===== config.mk =====
export PLATFORM = sky130hd
export DESIGN_NAME = control_sequencer_flat
export DESIGN_NICKNAME = d
export VERILOG_FILES = /design/src/rtl/control_sequencer_if.sv /design/src/rtl/control_sequencer.sv /design/src/flat_wrapper.sv
export SDC_FILE = /design/constraint.sdc
export NUM_CORES = 1
export LEC_CHECK = 0
export ABC_AREA = 1
export CAP_MARGIN = 20
export CORE_UTILIZATION = 25
export CTS_BUF_LIST = sky130_fd_sc_hd__clkbuf_8
export CTS_CLUSTER_SIZE = 14
export DETAILED_ROUTE_END_ITERATION = 16
export PLACE_DENSITY = 0.53
export SKIP_CTS_REPAIR_TIMING = 1
export SYNTH_ARGS = -nofsm -noshare
export SYNTH_HDL_FRONTEND = slang
export SYNTH_SLANG_ARGS = --single-unit
export TNS_END_PERCENT = 10

===== constraint.sdc =====
create_clock -name clk -period 3.7 [get_ports clk]
set_clock_uncertainty 0.15 [all_clocks]
set_input_delay 0.37 -clock clk [delete_from_list [all_inputs] [get_ports clk]]
set_output_delay 0.37 -clock clk [all_outputs]
set_load 0.01 [all_outputs]

===== src/rtl/control_sequencer_if.sv =====
// rtl/control_sequencer_if.sv - start/instruction inputs and datapath control outputs of the control sequencer
interface control_sequencer_if;
  logic        run;
  logic [15:0] ir_in;
  logic [3:0]  reg_wr_code;
  logic        reg_wr_en;
  logic [3:0]  reg_rd_code;
  logic        a_load;
  logic        g_load;
  logic        g_out;
  logic [1:0]  alu_op;
  logic        busy;
  logic        done;
  logic [7:0]  instr_count;

  modport master (
    output run, ir_in,
    input  reg_wr_code, reg_wr_en, reg_rd_code, a_load, g_load, g_out,
    input  alu_op, busy, done, instr_count
  );

  modport slave (
    input  run, ir_in,
    output reg_wr_code, reg_wr_en, reg_rd_code, a_load, g_load, g_out,
    output alu_op, busy, done, instr_count
  );
endinterface


===== src/rtl/control_sequencer.sv =====
// rtl/control_sequencer.sv - four-state Moore sequencer for MV/ADD/SUB/AND/NOP instructions
module control_sequencer (
  input  logic                clk,
  input  logic                reset,
  control_sequencer_if.slave  bus
);

  typedef enum logic [1:0] {
    S_IDLE = 2'd0,
    S_T1   = 2'd1,
    S_T2   = 2'd2,
    S_T3   = 2'd3
  } state_e;

  state_e      state_q;
  logic [15:0] ir_q;
  logic [7:0]  count_q;

  logic [3:0]  opcode;
  logic [3:0]  rx;
  logic [3:0]  ry;
  logic        is_alu;
  logic [1:0]  alu_sel;
  logic        done_c;

  assign opcode  = ir_q[15:12];
  assign rx      = ir_q[11:8];
  assign ry      = ir_q[7:4];
  assign is_alu  = (opcode == 4'd1) || (opcode == 4'd2) || (opcode == 4'd3);
  // Opcodes 1/2/3 map onto alu_op 00/01/10.
  assign alu_sel = opcode[1:0] - 2'd1;

  always_ff @(posedge clk) begin
    if (reset) begin
      state_q <= S_IDLE;
      ir_q    <= '0;
      count_q <= '0;
    end else begin
      if (done_c) begin
        count_q <= count_q + 8'd1;
      end
      case (state_q)
        S_IDLE: begin
          if (bus.run) begin
            ir_q    <= bus.ir_in;
            state_q <= S_T1;
          end
        end
        S_T1:    state_q <= is_alu ? S_T2 : S_IDLE;
        S_T2:    state_q <= S_T3;
        S_T3:    state_q <= S_IDLE;
        default: state_q <= S_IDLE;
      endcase
    end
  end

  always_comb begin
    bus.reg_rd_code = '0;
    bus.reg_wr_code = '0;
    bus.reg_wr_en   = 1'b0;
    bus.a_load      = 1'b0;
    bus.g_load      = 1'b0;
    bus.g_out       = 1'b0;
    bus.alu_op      = 2'b00;
    done_c          = 1'b0;
    case (state_q)
      S_T1: begin
        if (opcode == 4'd0) begin
          bus.reg_rd_code = ry;
          bus.reg_wr_code = rx;
          bus.reg_wr_en   = 1'b1;
          done_c          = 1'b1;
        end else if (is_alu) begin
          bus.reg_rd_code = rx;
          bus.a_load      = 1'b1;
        end else begin
          done_c          = 1'b1;
        end
      end
      S_T2: begin
        bus.reg_rd_code = ry;
        bus.alu_op      = alu_sel;
        bus.g_load      = 1'b1;
      end
      S_T3: begin
        bus.g_out       = 1'b1;
        bus.reg_wr_code = rx;
        bus.reg_wr_en   = 1'b1;
        bus.alu_op      = alu_sel;
        done_c          = 1'b1;
      end
      default: ;
    endcase
  end

  assign bus.done        = done_c;
  assign bus.busy        = (state_q != S_IDLE);
  assign bus.instr_count = count_q;

endmodule


===== src/flat_wrapper.sv =====
// flat-port wrapper written by rule: the top's interface ports become plain ports
module control_sequencer_flat 
  (clk, reset, bus_run, bus_ir_in, bus_reg_wr_code, bus_reg_wr_en, bus_reg_rd_code, bus_a_load, bus_g_load, bus_g_out, bus_alu_op, bus_busy, bus_done, bus_instr_count);
  control_sequencer_if bus_i ();
  input  logic clk;
  input  logic reset;
  input wire logic [$bits(bus_i.run)-1:0] bus_run;
  input wire logic [$bits(bus_i.ir_in)-1:0] bus_ir_in;
  output wire logic [$bits(bus_i.reg_wr_code)-1:0] bus_reg_wr_code;
  output wire logic [$bits(bus_i.reg_wr_en)-1:0] bus_reg_wr_en;
  output wire logic [$bits(bus_i.reg_rd_code)-1:0] bus_reg_rd_code;
  output wire logic [$bits(bus_i.a_load)-1:0] bus_a_load;
  output wire logic [$bits(bus_i.g_load)-1:0] bus_g_load;
  output wire logic [$bits(bus_i.g_out)-1:0] bus_g_out;
  output wire logic [$bits(bus_i.alu_op)-1:0] bus_alu_op;
  output wire logic [$bits(bus_i.busy)-1:0] bus_busy;
  output wire logic [$bits(bus_i.done)-1:0] bus_done;
  output wire logic [$bits(bus_i.instr_count)-1:0] bus_instr_count;
  assign bus_i.run = bus_run;
  assign bus_i.ir_in = bus_ir_in;
  assign bus_reg_wr_code = bus_i.reg_wr_code;
  assign bus_reg_wr_en = bus_i.reg_wr_en;
  assign bus_reg_rd_code = bus_i.reg_rd_code;
  assign bus_a_load = bus_i.a_load;
  assign bus_g_load = bus_i.g_load;
  assign bus_g_out = bus_i.g_out;
  assign bus_alu_op = bus_i.alu_op;
  assign bus_busy = bus_i.busy;
  assign bus_done = bus_i.done;
  assign bus_instr_count = bus_i.instr_count;
  control_sequencer u_core (.clk(clk), .reset(reset), .bus(bus_i));
endmodule

==> flow_summary.toml <==
# physical design summary
[routing]
drt_pre_antenna_iters = 4
via_count = 1169
totalWireLength_mm = 2.794
postRouteAntennaNets = 0
detailed_route_wire_length_per_cell_um = 10.20

[worst_setup_path]
crit_path_top_delay_cell = "clkdlybuf4s50_1"
critPathArrivalTime_ps = 2080
timing.critical_path.slowest_cell_delay_ps = 560
reg2reg_to = "u_core.ir_q[15]"
cp-end-kind = "primary output"
setup.worst_path.class = "flip-flop to primary output"
worst_setup_path_endpoint = "bus_reg_rd_code[0]"
critPathLaunchType = "flip-flop"
rrSetupSlack_ps = 1910
critPathRequiredTime_ps = 3180
critical_path.most_common_cell = "nand2_1"

[hold_path]
timing.hold.worst_endpoint = "u_core.ir_q[11]"
hold_depth = 2
holdCritPathClass = "flip-flop to flip-flop"

[finish]
post_layout_nonfiller_instances = 274
area.growth.synth_to_final_pct = 38.89
share_of_post_route_cells_with_drive_strength_above_1_pct = 7.729

[cts]
clock_tree.root_cell = "clkbuf_8"
clock_tree.htree_level_count = 1
clock_pin_slew_worst_setup_and_hold_paths_ps = 80
clock-sinks = 22
clock_tree_from_tritoncts = "done"

[power]
power_w = 0.0007303
switchingPower_w = 0.0002563
power_switching_share_pct = 35.10
power_sequential_w = 0.000292
p_int_w = 0.0004740
leakagePower_nw = 0.6690
ir_drop_worst_vdd_uv = 171.6

[synthesis]
yosys.cell_types.count = 23
yosys.area.top_type_share_pct = 35.38
postSynthNetCount = 198
seq_area_frac_synth_pct = 35.38
yosysCellCount = 169
common_cells = "nand2_1 (31), dfxtp_1 (22), nor2_1 (21), inv_1 (20), a21oi_1 (16)"
syn-instance-count = 169
synth_flop_count = 22
post-synth-top-count-cell = "nand2_1"

[place]
dpl_cell_area_mm2 = 0.001674

[global_route]
global_route.usage.total_pct = 11.66
grt_pass1_vias = 1078
grt_max_degree = 20
global_route_wire_length_before_repair_mm = 4.836

[timing]
tightestPinTransition_ps = 538.9
setup_slack_ps = 1101
timing.final.setup_violations = 0
clock.fmax_mhz = 384.8
hold-worst-slack_ps = 330.5
final_max_slew_viol_count = 0
slew_headroom_pct = 63.99

[outcome]
run_status = "finished, final reports clean"

[floorplanning]
die-area_mm2 = 0.005266
die_h_um = 72.57
[area by class of cell]
class	count	area, µm²	share of cell area (%)
inverter	20	75.07	4.342
timing repair buffer	38	380.4	22.00
tap	67	83.83	4.848
clock buffer	4	55.05	3.184
sequential	22	440.4	25.47
multi-input combinational	123	694.4	40.16
[metal layers]
| layer | vias to the layer above | global-route usage, % | routed length (µm) |
|---|---|---|---|
| met1 | 520 | 14.24 | 1309 |
| met5 | - | 0 | 0 |
| met4 | 0 | 1.961 | 8 |
| li1 | 618 | - | - |
| met2 | 29 | 20.35 | 1345 |
| met3 | 2 | 3.611 | 131 |
[worst max-delay path, delay by kind of cell (launching register included)]
family / cells / cell delay [ps]
buffers and inverters: 2 / 680
flip-flops: 1 / 340
AND/OR/NAND/NOR: 3 / 340
adder cells (fa/ha/maj): 1 / 290
AND-OR/OR-AND: 1 / 170
[kinds of logic (layout without fill, tap and decap cells)]
| kind of cell | count (synthesis) | count (layout) | synth area share, % |
|---|---|---|---|
| compound gates | 35 | 35 | 15.48 |
| xor+xnor | 3 | 3 | 2.111 |
| fa+ha+maj | 10 | 10 | 10.05 |
| buf+inv | 24 | 62 | 8.844 |
| flops | 22 | 22 | 35.38 |
| simple gates | 75 | 75 | 28.14 |
[state kept, by name, summed over array words and instances, names as in the netlist, named ones only]
| register | cells |
|---|---|
| u_core.state_q | 1 |
| u_core.bus.instr_count | 8 |
| u_core.ir_q | 12 |
[placed cells by master, fill, tap and decap left out, drive strengths merged]
cell / instances
inv: 20
a211oi: 1
nand4: 1
nand3b: 2
dfxtp: 22
a21oi: 20
clkdlybuf4s50: 38
clkbuf: 4
nor3: 1
xnor2: 1
nand3: 12
ha: 10
nand2: 34
xor2: 2
o21ai: 14
nor2: 25
**The clock network**

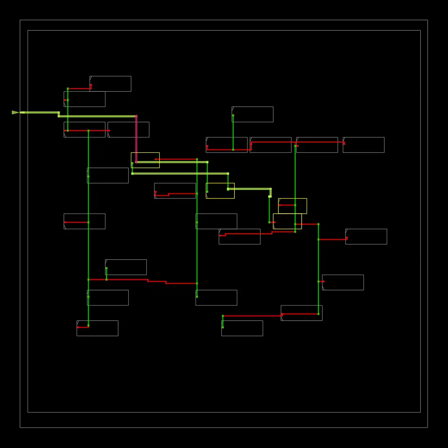
Clock Power: 0.000176 W
total of clock buffers placed in the layout: 4
TritonCTS buffer count: 3
number of flip-flops and latches: 22

**Routed clock nets over the placement**

Scale: 6 px per µm.
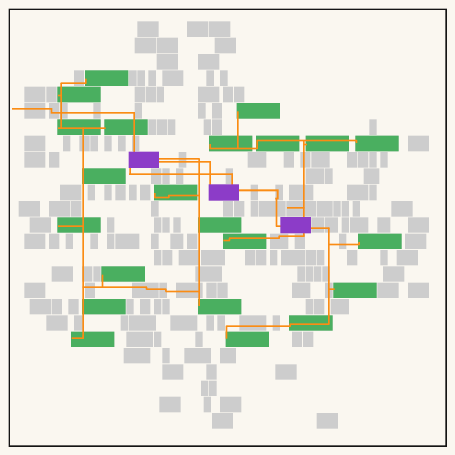
legend:
  orange:
    item: clock wires
    length: 319 µm
  purple:
    item: clock drivers
    count: 3
  green:
    item: flip-flops
    count: 22
routed clock nets: 4
clock insertion delay at the later pin of the skew report: 260 ps
clock network fraction of design power: 24.1%

**Cells colored by class**

Scale: 4 px per µm. Fill, decap, tap and diode cells in gray.
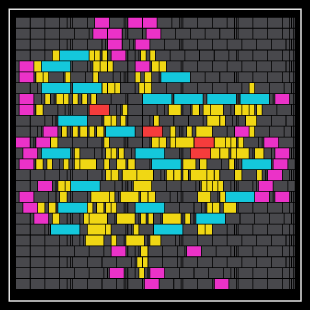
legend:
  red:
    class: clock drivers and dummy loads
    cells: 4
  cyan:
    class: flops
    cells: 22
  yellow:
    class: combinational and other logic
    cells: 143
  magenta:
    class: other buffers and delay cells
    cells: 38
fraction of area in registers: 25.47%
area of all placed cells without fillers: 0.001729 mm²
core footprint: 0.004755 mm²
Final Util: 36.37%

**Metal 2**

Scale: 6 px per µm. Cells faint in the background.
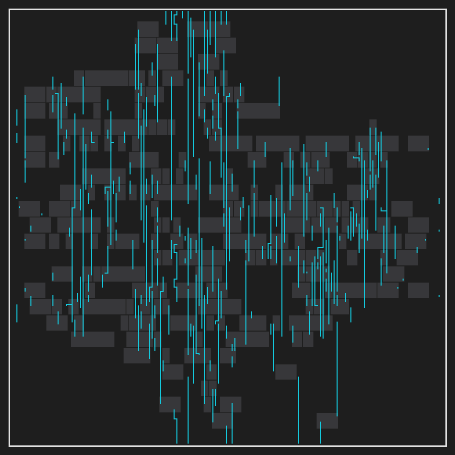
share of all routed wire: 48%
main direction: vertical
wire length on this layer: 1350 µm

**Wires at chosen ports, followed through buffers**

Scale: 4 px per µm.
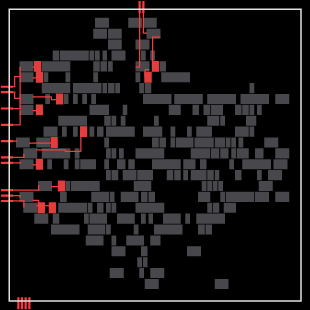
legend:
  red:
    port: bus_ir_in
    bits: 16
    direction: input
    edge: 10 left, 4 bottom, 2 top
    end_cells: 12
    wire: 122 µm
io pins: 43
count of input and output buffers: 38

Power and IR drop assume default switching activity.
